File: config.mk
export PLATFORM = sky130hd
export DESIGN_NAME = ustream_to_bin_flat
export DESIGN_NICKNAME = d
export VERILOG_FILES = /design/src/rtl/ustream_pkg.sv /design/src/rtl/ustream_to_bin_if.sv /design/src/rtl/ustream_win_cnt.sv /design/src/rtl/ustream_to_bin.sv /design/src/flat_wrapper.sv
export SDC_FILE = /design/constraint.sdc
export NUM_CORES = 1
export LEC_CHECK = 0
export ABC_AREA = 1
export CORE_ASPECT_RATIO = 0.6
export CORE_UTILIZATION = 49
export DETAILED_ROUTE_END_ITERATION = 8
export MAX_ROUTING_LAYER = met4
export PLACE_DENSITY = 0.87
export SETUP_SLACK_MARGIN = 0.2
export SYNTH_ARGS = -nofsm -noshare
export SYNTH_HDL_FRONTEND = slang
export SYNTH_SLANG_ARGS = --single-unit
File: constraint.sdc
create_clock -name iClk -period 1.2 [get_ports iClk]
set_input_delay 0.3 -clock iClk [delete_from_list [all_inputs] [get_ports iClk]]
set_output_delay 0.3 -clock iClk [all_outputs]
set_load 0.05 [all_outputs]
File: src/rtl/ustream_pkg.sv
// ustream_pkg
//   Shared definitions for the unipolar-bitstream-to-binary converter:
//   the window FSM state encoding and the default window length exponent.
package ustream_pkg;

  // Default window length is 2^DEFAULT_WINDOW_LOG2 enabled samples.
  localparam int DEFAULT_WINDOW_LOG2 = 8;

  typedef enum logic {
    IDLE = 1'b0,
    ACC  = 1'b1
  } ustreamState_e;

endpackage

File: src/rtl/ustream_to_bin_if.sv
// ustream_to_bin_if
//   Groups the bitstream input, window control and result handshake of
//   ustream_to_bin.
//   Producer/consumer side (master) drives:
//     in      - unipolar bitstream sample
//     iEn     - current sample is valid
//     iStart  - begin a window
//     iCont   - continuous mode, back-to-back windows
//     iClr    - synchronous abort
//     iReady  - consumer accepts oData
//   Converter side (slave) drives:
//     oData   - count of ones in the last completed window (0..WIN)
//     oValid  - oData holds an unconsumed result
//     oBusy   - a window is being accumulated
//     oDrop   - sticky: a result was overwritten before being consumed
interface ustream_to_bin_if
  import ustream_pkg::*;
#(
  parameter int OUT_W = DEFAULT_WINDOW_LOG2 + 1
);

  logic             in;
  logic             iEn;
  logic             iStart;
  logic             iCont;
  logic             iClr;
  logic             iReady;
  logic [OUT_W-1:0] oData;
  logic             oValid;
  logic             oBusy;
  logic             oDrop;

  modport master (
    output in, iEn, iStart, iCont, iClr, iReady,
    input  oData, oValid, oBusy, oDrop
  );

  modport slave (
    input  in, iEn, iStart, iCont, iClr, iReady,
    output oData, oValid, oBusy, oDrop
  );

endinterface

File: src/rtl/ustream_win_cnt.sv
// ustream_win_cnt
//   WINDOW_LOG2-bit sample counter with enable and synchronous clear.
//   Ports:
//     iClk - clock, rising edge
//     iRst - asynchronous active-high reset
//     iEn  - count one sample
//     iClr - synchronous clear, wins over iEn
//     oTc  - terminal count: the counter holds WIN-1, so the next enabled
//            sample is the last one of the window
module ustream_win_cnt
  import ustream_pkg::*;
#(
  parameter int WINDOW_LOG2 = DEFAULT_WINDOW_LOG2
) (
  input  logic iClk,
  input  logic iRst,
  input  logic iEn,
  input  logic iClr,
  output logic oTc
);

  logic [WINDOW_LOG2-1:0] cnt;

  // Natural wrap from WIN-1 to 0 leaves the counter zeroed for the next
  // window without an explicit clear.
  always_ff @(posedge iClk or posedge iRst) begin
    if (iRst) begin
      cnt <= '0;
    end else if (iClr) begin
      cnt <= '0;
    end else if (iEn) begin
      cnt <= cnt + WINDOW_LOG2'(1);
    end
  end

  assign oTc = (cnt == '1);

endmodule

File: src/rtl/ustream_to_bin.sv
// ustream_to_bin
//   Counts the ones of a unipolar bitstream over a window of
//   WIN = 2^WINDOW_LOG2 enabled samples and presents the count as a binary
//   result with a valid/ready handshake.
//   Ports:
//     iClk - clock, rising edge
//     iRst - asynchronous active-high reset
//     bus  - ustream_to_bin_if slave: bitstream, window control, result
//            handshake, busy and sticky drop flag
//   All interface outputs come straight from registers; the final sample
//   of a window is folded into oData on the same edge that captures it.
module ustream_to_bin
  import ustream_pkg::*;
#(
  parameter int WINDOW_LOG2 = DEFAULT_WINDOW_LOG2,
  parameter int OUT_W       = WINDOW_LOG2 + 1
) (
  input  logic            iClk,
  input  logic            iRst,
  ustream_to_bin_if.slave bus
);

  ustreamState_e    state;
  logic [OUT_W-1:0] acc;
  logic [OUT_W-1:0] accNext;
  logic [OUT_W-1:0] dataQ;
  logic             validQ;
  logic             busyQ;
  logic             dropQ;
  logic             cntEn;
  logic             cntClr;
  logic             tc;
  logic             winDone;

  function automatic logic [OUT_W-1:0] addSample(input logic [OUT_W-1:0] a,
                                                 input logic             b);
    return a + OUT_W'(b);
  endfunction

  // Samples count only while accumulating; the iStart edge itself is not a
  // sample, it just clears the counter.
  assign cntEn   = (state == ACC) && bus.iEn;
  assign cntClr  = bus.iClr || ((state == IDLE) && bus.iStart);
  assign winDone = cntEn && tc;
  assign accNext = addSample(acc, bus.in);

  ustream_win_cnt #(
    .WINDOW_LOG2 (WINDOW_LOG2)
  ) uWinCnt (
    .iClk (iClk),
    .iRst (iRst),
    .iEn  (cntEn),
    .iClr (cntClr),
    .oTc  (tc)
  );

  always_ff @(posedge iClk or posedge iRst) begin
    if (iRst) begin
      state  <= IDLE;
      acc    <= '0;
      dataQ  <= '0;
      validQ <= 1'b0;
      busyQ  <= 1'b0;
      dropQ  <= 1'b0;
    end else if (bus.iClr) begin
      // Abort wins over start and window completion; the last result
      // value is kept but no longer offered.
      state  <= IDLE;
      acc    <= '0;
      validQ <= 1'b0;
      busyQ  <= 1'b0;
      dropQ  <= 1'b0;
    end else begin
      // Consumption; overridden below when a new result loads this edge.
      if (validQ && bus.iReady) begin
        validQ <= 1'b0;
      end

      unique case (state)
        IDLE: begin
          if (bus.iStart) begin
            state <= ACC;
            acc   <= '0;
            busyQ <= 1'b1;
          end
        end

        ACC: begin
          if (winDone) begin
            dataQ  <= accNext;
            validQ <= 1'b1;
            acc    <= '0;
            if (validQ && !bus.iReady) begin
              dropQ <= 1'b1;
            end
            if (!bus.iCont) begin
              state <= IDLE;
              busyQ <= 1'b0;
            end
          end else if (bus.iEn) begin
            acc <= accNext;
          end
        end

        default: begin
          state <= IDLE;
          busyQ <= 1'b0;
        end
      endcase
    end
  end

  assign bus.oData  = dataQ;
  assign bus.oValid = validQ;
  assign bus.oBusy  = busyQ;
  assign bus.oDrop  = dropQ;

endmodule
File: src/flat_wrapper.sv
// flat-port wrapper written by rule: the top's interface ports become plain ports
module ustream_to_bin_flat import ustream_pkg::*;
#(
  parameter int WINDOW_LOG2 = DEFAULT_WINDOW_LOG2,
  parameter int OUT_W       = WINDOW_LOG2 + 1
)
  (iClk, iRst, bus_in, bus_iEn, bus_iStart, bus_iCont, bus_iClr, bus_iReady, bus_oData, bus_oValid, bus_oBusy, bus_oDrop);
  ustream_to_bin_if #(.OUT_W(OUT_W)) bus_i ();
  input  logic iClk;
  input  logic iRst;
  input wire logic [$bits(bus_i.in)-1:0] bus_in;
  input wire logic [$bits(bus_i.iEn)-1:0] bus_iEn;
  input wire logic [$bits(bus_i.iStart)-1:0] bus_iStart;
  input wire logic [$bits(bus_i.iCont)-1:0] bus_iCont;
  input wire logic [$bits(bus_i.iClr)-1:0] bus_iClr;
  input wire logic [$bits(bus_i.iReady)-1:0] bus_iReady;
  output wire logic [$bits(bus_i.oData)-1:0] bus_oData;
  output wire logic [$bits(bus_i.oValid)-1:0] bus_oValid;
  output wire logic [$bits(bus_i.oBusy)-1:0] bus_oBusy;
  output wire logic [$bits(bus_i.oDrop)-1:0] bus_oDrop;
  assign bus_i.in = bus_in;
  assign bus_i.iEn = bus_iEn;
  assign bus_i.iStart = bus_iStart;
  assign bus_i.iCont = bus_iCont;
  assign bus_i.iClr = bus_iClr;
  assign bus_i.iReady = bus_iReady;
  assign bus_oData = bus_i.oData;
  assign bus_oValid = bus_i.oValid;
  assign bus_oBusy = bus_i.oBusy;
  assign bus_oDrop = bus_i.oDrop;
  ustream_to_bin #(.WINDOW_LOG2(WINDOW_LOG2), .OUT_W(OUT_W)) u_core (.iClk(iClk), .iRst(iRst), .bus(bus_i));
endmodule
**Run 1: signal metal coverage by tile**

The bar under the picture is 20 um long. The die is cut into 15 by 9 equal tiles; dark purple is low, yellow is high, scaled to the fullest tile. Values are wire area over tile area, all layers added.
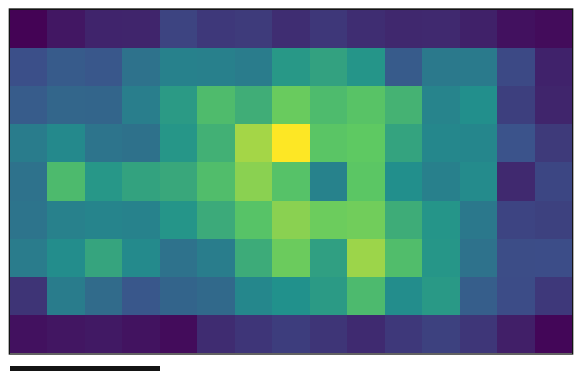
32% of the tiles are over half the peak. The fullest tile reaches 1.1. The mean over all tiles is 0.44.
GRT Total Usage: 38.6%
vias: 2051

**Run 1: M4 wires**

The bar under the picture is 20 um long. Supply wires on this layer in grey.
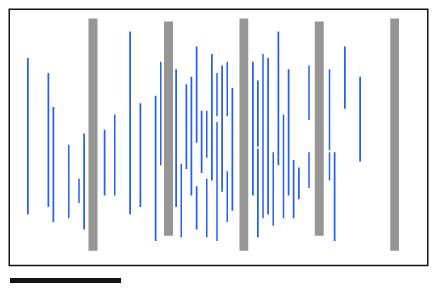
44 nets have wire on it. The longest straight run is 32.6 um. The layer holds 9.1% of the routed length. The wires run mostly vertical.
final WL: 8160 um

**Run 1: cell outlines without signal wires**

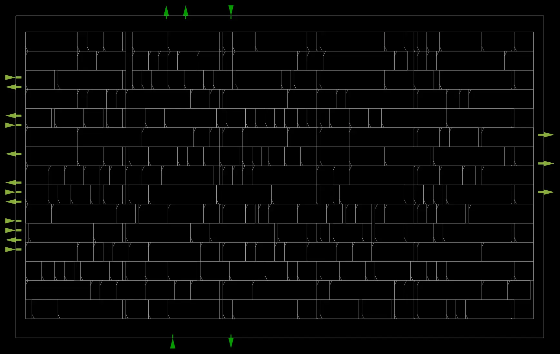
n_taps: 42
final core occ: 96.9%
post-route insts no fill: 312
registers: 30
sequential share of cell area: 26.5%

**Run 1: clock distribution**

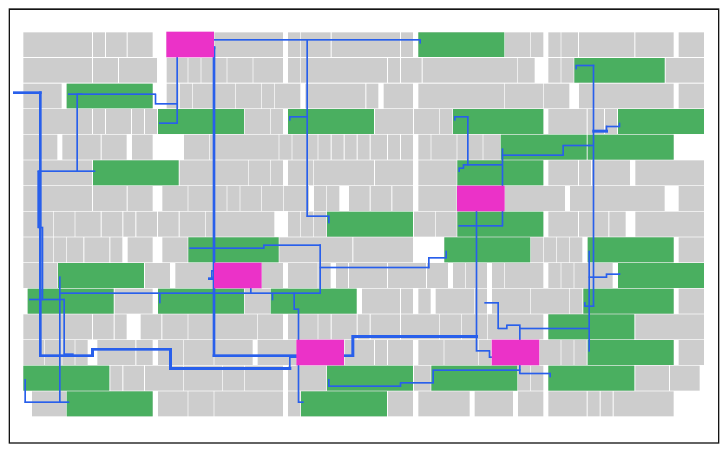
Green is flip-flops, count 30. Magenta is clock drivers, count 5. Blue is clock wires, length 492 um.
There are 6 routed clock nets.
total clock network power: 0.815 mW
Late-Pin Clk Latency: 0.29 ns
Setup Skew: 0.0131 ns

==> run summary, run 1 <==
yosys + openroad results -> status=complete, but fails checks, Setup violations, final=29, boundary pin count=20, post-CTS sizing=31, area leader, netlist=dfrtp_1, Clock Tree Buf Depth=2, chip area=0.00344 mm^2, clock power share=33.9%, Switch Pwr=0.744 mW, CTS H-Tree Depth=2, port bufs=19, Root Buffer=clkbuf_8, Die W=75.1 um, slowest cell on the critical path=dfrtp_1, Setup WS post-layout=-0.520 ns, crit path buf inv count=3, CTS Sinks=30, register share after synthesis=47.8%, First DRT Iteration DRCs=409, FP Util=53.2%, failing checks=setup timing, Seq pwr share=44.2%, Seq. pwr=1.06 mW, die height=45.8 um, Pre-Repair DR Iteration Count=6, crit end category=flop, largest net degree at the start of global routing=31
==> run 1: metrics by stage <==
step           hold slack [ns]  TNS (ns)  std cells  cell area, um^2
6_report                 0.446     -7.60        312             2860
4_1_cts                  0.386     -2.58        299             2500
5_1_grt                  0.452     -8.37        312             2860
3_5_place_dp             0.496    -12.23        276             2210
3_3_place_gp             0.484    -11.05        276             2210
2_1_floorplan            0.391   -0.0893        193             1650
==> run 1: path summary, 6_finish.rpt <==
| path | startpoint | end | cells after the start |
|---|---|---|---|
| worst min-delay path | iRst | u_core.bus.oData[8] | 3 |
| max in group asynchronous | iRst | u_core.acc[2] | 3 |
| worst max register to register | u_core.uWinCnt.cnt[0] | u_core.uWinCnt.cnt[4] | 8 |
| worst min register to register | u_core.bus.oBusy | u_core.bus.oBusy | 2 |
| worst max-delay path | u_core.uWinCnt.cnt[0] | u_core.uWinCnt.cnt[4] | 8 |
| min in group iClk | bus_iStart | u_core.bus.oBusy | 3 |
==> run 1: kinds of logic (layout without fill, tap and decap cells) <==
| logic type | count (synthesis) | in the layout | synth area share [%] |
|---|---|---|---|
| buffers and inverters | 21 | 97 | 5.98 |
| AOI/OAI and AO/OA | 17 | 17 | 6.54 |
| xor gates and xnor gates | 4 | 4 | 2.23 |
| other | 0 | 1 | 0 |
| DFF | 30 | 30 | 47.8 |
| and+or+nand+nor | 118 | 118 | 35.0 |
| adders and majority gates | 3 | 3 | 2.39 |
==> run 1: cell type report <==
type / count / area (um^2)
fillers: 46 / 91.3
repair buffers: 72 / 818
multi-input cells: 142 / 1070
flip-flops and latches: 30 / 756
well taps: 42 / 52.6
diodes: 1 / 2.50
clock buffers: 7 / 76.3
inverters: 18 / 78.8
**Run 1: register map, names as in the netlist**

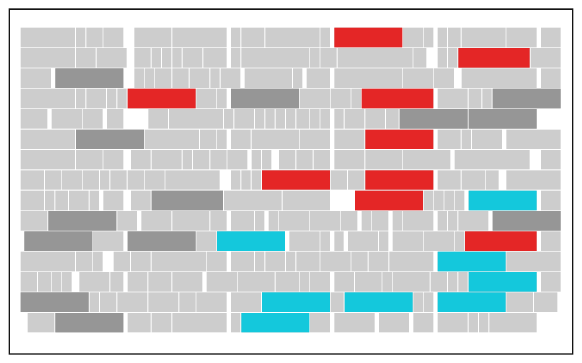

==> run 2, diff against run 1 <==
Settings changed: PLACE_DENSITY 0.87 to 0.74.
**Run 2: register map, names as in the netlist**

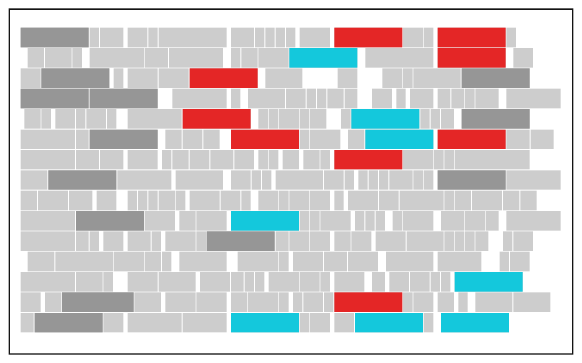
Cyan is u_core.uWinCnt.cnt, flops 8. Red is u_core.acc, flops 9.
Another 13 sequential cells are not coloured.
Seq. pwr: 1.06 mW
final core occ: 90.9%
Seq. cell area: 752 um^2

**Run 2: signal metal coverage by tile**

The bar under the picture is 20 um long. The die is cut into 15 by 9 equal tiles; dark purple is low, yellow is high, scaled to the fullest tile. Values are wire area over tile area, all layers added.
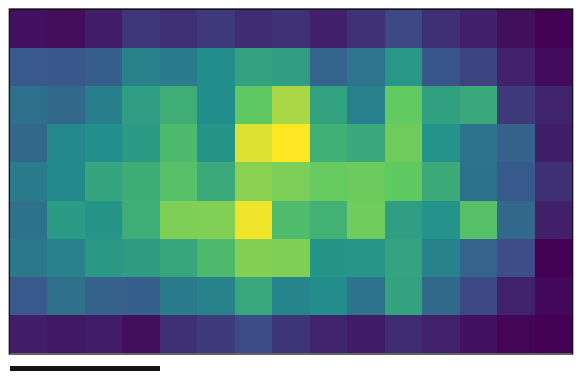
The mean over all tiles is 0.35. The fullest tile reaches 0.87. The emptiest ninth of the die: bottom right. 3.0% of the tiles are nearly empty. The densest ninth of the die: middle. 39% of the tiles are over half the peak.
final WL: 6820 um
WL/cell: 22.6 um
GRT Total Usage: 33.4%
vias: 1859

==> run 2 against run 1 <==
Against the previous run: the flow still finishes with violations (setup timing); critical path type unchanged; global-route usage shrank 5.3 points; utilization is 6.0 points lower; first-iteration DRC count shrank 29%; via count fell by 9.4%; flip-flop count stayed put; combinational power fell by about 10%; routed wire length fell by 16%; hold slack worse by 0.12 ns; register-to-register slack gained 0.25 ns; sequential power about the same; maximum frequency grew 17%.
==> run summary, run 2 <==
yosys + openroad results -> CTS buffer count=5, CTS H-Tree Depth=2 (unchanged), Yosys reg bits=30, largest net degree at the start of global routing=31 (unchanged), Pre-Repair DR Iteration Count=6 (unchanged), failing checks=setup timing, setup TNS=-4.98 ns (+2.62 ns), boundary pin count=20 (unchanged), slowest cell on the critical path=dfrtp_1, post-route insts no fill=302 (-3.2%), Critical R2R Launch=u_core.acc[2], vias in the first global route=1556, Switch Pwr=0.750 mW (+0.78%), Area growth syn-to-layout=70.7%, Setup violations, final=29 (unchanged), final instance area=0.00268 mm^2 (-6.2%), area leader, netlist=dfrtp_1, Placed Instances=274 (-0.72%), chip area=0.00344 mm^2 (unchanged), status=complete, but fails checks, port bufs=19 (unchanged), antenna diode count=0 (-1), First DRT Iteration DRCs=289 (-29%), Root Buffer=clkbuf_8, Hold WS=0.330 ns (-0.116 ns), Die W=75.1 um (unchanged), Seq pwr share=43.4% (-0.8 points), Clock Tree Buf Depth=2 (unchanged), Mapped Cells=193, Hold Vio Cnt, Final=0, unrepaired setup endpoints after global routing=yes, crit start category=flop, register share after synthesis=47.8% (unchanged), crit path buf inv count=0 (-3), FP Util=53.2% (unchanged), Setup WS post-layout=-0.271 ns (+0.249 ns), DP Area=0.00218 mm^2 (-1.2%)
**Run 2: clock distribution**

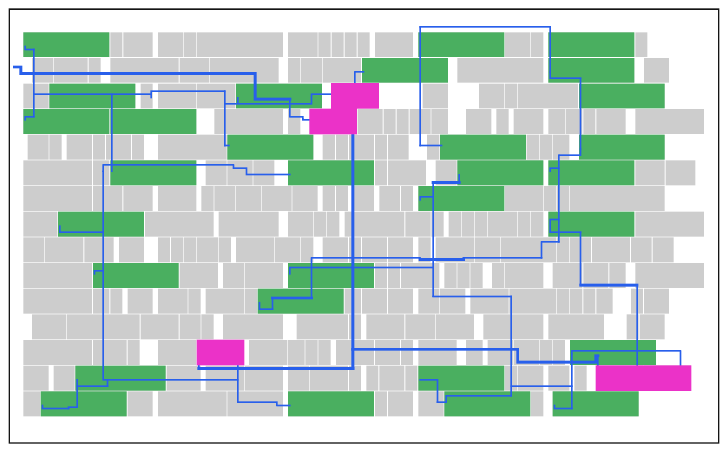
Blue is clock wires, length 492 um. Magenta is clock drivers, count 5. Green is flip-flops, count 30.
There are 6 routed clock nets.
Late-Pin Clk Latency: 0.30 ns
Setup Skew: 0.0176 ns
clock power share: 37.2%

run 2: cell counts after synthesis:
No cell type changed its count.
run 2: final timing paths:
kind | to | slack (ns) | cells after the start
min | u_core.bus.oData[6] | 0.33 | 3
min reg2reg | u_core.uWinCnt.cnt[6] | 0.57 | 2
min in group iClk | u_core.uWinCnt.cnt[6] | 0.57 | 2
max reg2reg | u_core.bus.oData[5] | -0.27 | 7
max | u_core.bus.oData[5] | -0.27 | 7
max in group asynchronous | u_core.state | 0.68 | 3
run 2: layer usage:
layer,vias up,global-route usage (%),routed length (um)
met3,57,9.51,827
met1,864,40.9,2430
met2,200,52.4,3140
met4,0,13.6,426
li1,738,-,-
met5,-,-,0
run 2: power by group through the flow:
stage | Sequential [mW] | Combinational [mW] | Clock [mW]
after detailed placement | 1.07 | 0.300 | 0
after CTS | 1.05 | 0.357 | 0.889
after global placement | 1.07 | 0.291 | 0
after floorplan | 1.08 | 0.156 | 0
final | 1.06 | 0.473 | 0.907
after global routing | 1.06 | 0.491 | 0.942
run 2: what timing repair did:
item | in CTS | in global routing
gates resized | 39 | 30
pin swaps | 16 | 19
cloned | 0 | 0
setup endpoints to repair | 42 | 42
setup buffers | 10 | 10
run 2: cells by family (layout without fill, tap and decap cells):
group           after synthesis  in the layout  share of synthesized area (%)
compound gates               17             17                           6.54
buf+inv                      21             88                           5.98
fa+ha+maj                     3              3                           2.39
simple gates                118            118                           35.0
xor+xnor                      4              4                           2.23
flops                        30             30                           47.8
run 2: cell type report:
class / instances / area, um^2
sequential: 30 / 752
timing repair buffer: 62 / 692
tap: 42 / 52.6
multi-input combinational: 142 / 1010
inverter: 18 / 80.1
clock inverter: 1 / 5.00
fill: 101 / 268
clock buffer: 7 / 86.3
**Run 2: M4 wires**

The bar under the picture is 20 um long. Supply wires on this layer in grey.
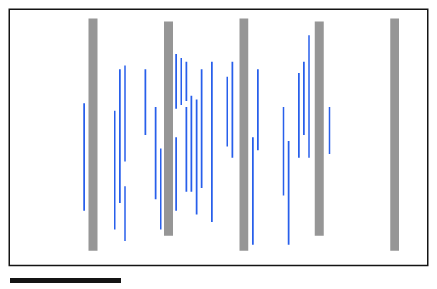

==> run 3, diff against run 2 <==
Settings changed: CORE_MARGIN set to 8.
**Run 3: M4 wires**

The bar under the picture is 20 um long. Supply wires on this layer in grey.
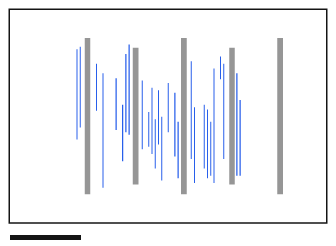
The layer holds 7.3% of the routed length. The wires run mostly vertical.
final WL: 7150 um
vias: 1874

**Run 3: register map, names as in the netlist**

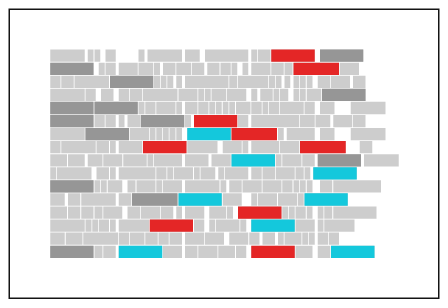
Cyan is u_core.uWinCnt.cnt, flops 8. Red is u_core.acc, flops 9.
Another 13 sequential cells are not coloured.
sequential share of cell area: 27.2%
Seq. cell area: 756 um^2
final core occ: 87.8%

==> run 3 against run 2 <==
Against the previous run: the run still ends with setup timing left; flip-flop count is the same; maximum frequency shrank 3.4%; utilization decreased by 3.1 points; synthesized cell count unchanged; hold slack better by 0.075 ns; first-iteration DRC count decreased by 39%; combinational power is 3% lower; area after synthesis stayed put; routed wire length grew 4.8%; critical path depth stayed put; final cell count up 1.3%; critical path type unchanged; critical endpoint unchanged.
==> run summary, run 3 <==
yosys + openroad results -> Root Buffer=clkbuf_8, Setup violations, final=30 (+3.4%), CTS H-Tree Depth=2 (unchanged), failing checks=setup timing, Seq pwr share=44.0% (+0.6 points), Most Crowded Layer GR=met2, status=complete, but fails checks, top sig layer=met4, Setup WS post-layout=-0.323 ns (-0.0518 ns), boundary pin count=20 (unchanged), Pre-Repair DR Iteration Count=8 (+2), First DRT Iteration DRCs=175 (-39%), Mapped Cells=193 (unchanged), M1 wire length=2580 um (+6.4%), chip area=0.00533 mm^2 (+55%), vias in the first global route=1810 (+16%), Switch Pwr=0.732 mW (-2.5%), Seq. pwr=1.06 mW (about the same), GRT Total Usage=22.4% (-11 points), routed length on met3=770 um (-6.9%), unrepaired setup endpoints after global routing=yes, area leader, netlist=dfrtp_1, Hold WS=0.406 ns (+0.0755 ns)
**Run 3: cell outlines without signal wires**

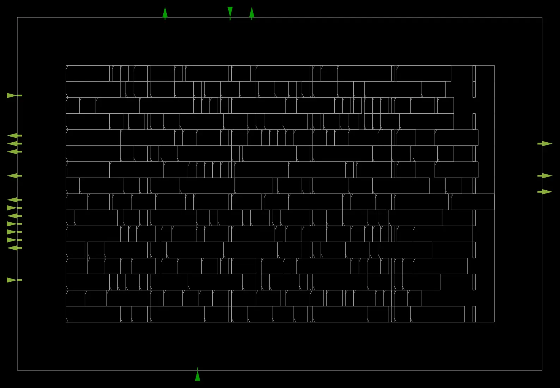
fill cell count: 127
Core ar.: 0.00316 mm^2
n_taps: 45
Std-Cell Rows: 16
post-route insts no fill: 306

==> run 3: netlist changes by cell type in the layout (fill, tap and decap cells not counted), moves of 2 or more <==
| cell | previous run | this run |
|---|---|---|
| nand3_1 | 6 | 4 |
| nand2_2 | 16 | 18 |
| inv_4 | 2 | 4 |
| dfrtp_2 | 1 | 4 |
| buf_6 | 10 | 14 |
| o21ai_2 | 9 | 11 |
| buf_4 | 31 | 27 |
| nand3_2 | 1 | 4 |
| nand2_1 | 55 | 52 |
| dfrtp_1 | 29 | 26 |
==> run 3: worst min-delay path: stages <==
cell and delay [ns]:
clkdlybuf4s50_1 0.42, inv_1 0.12, buf_12 0.21
==> run 3: kinds of logic after synthesis <==
family	count (synthesis)
AND/OR/NAND/NOR	118
flip-flops	30
buffers and inverters	21
AND-OR/OR-AND	17
XOR/XNOR	4
adder cells (fa/ha/maj)	3
==> run 3: final timing paths <==
check	from	end	slack [ns]	depth (start not counted)
setup reg to reg	u_core.acc[2]	u_core.bus.oData[5]	-0.32	7
max in group asynchronous	iRst	u_core.acc[5]	0.61	3
hold reg to reg	u_core.bus.oDrop	u_core.bus.oDrop	0.60	2
setup / recovery	u_core.acc[2]	u_core.bus.oData[5]	-0.32	7
hold / removal	iRst	u_core.bus.oData[1]	0.41	3
min in group iClk	bus_iStart	u_core.state	0.54	3
==> run 3: final cells by class <==
cell class,count,area [um^2],area share (%)
Timing Repair Buffer,63,726,26.1
Sequential cell,30,756,27.2
Tap cell,45,56.3,2.03
Clock inverter,1,5.00,0.180
Multi-Input combinational cell,142,1070,38.4
Clock buffer,7,86.3,3.11
Inverter,18,81.3,2.93
==> run 3: what timing repair did <==
| action | CTS | global route |
|---|---|---|
| resized | 52 | 38 |
| setup buffers | 11 | 8 |
| pin swaps | 30 | 27 |
| endpoints found under the setup margin | 42 | 42 |
No activity file was given, so power comes from the tool's default toggle rates.
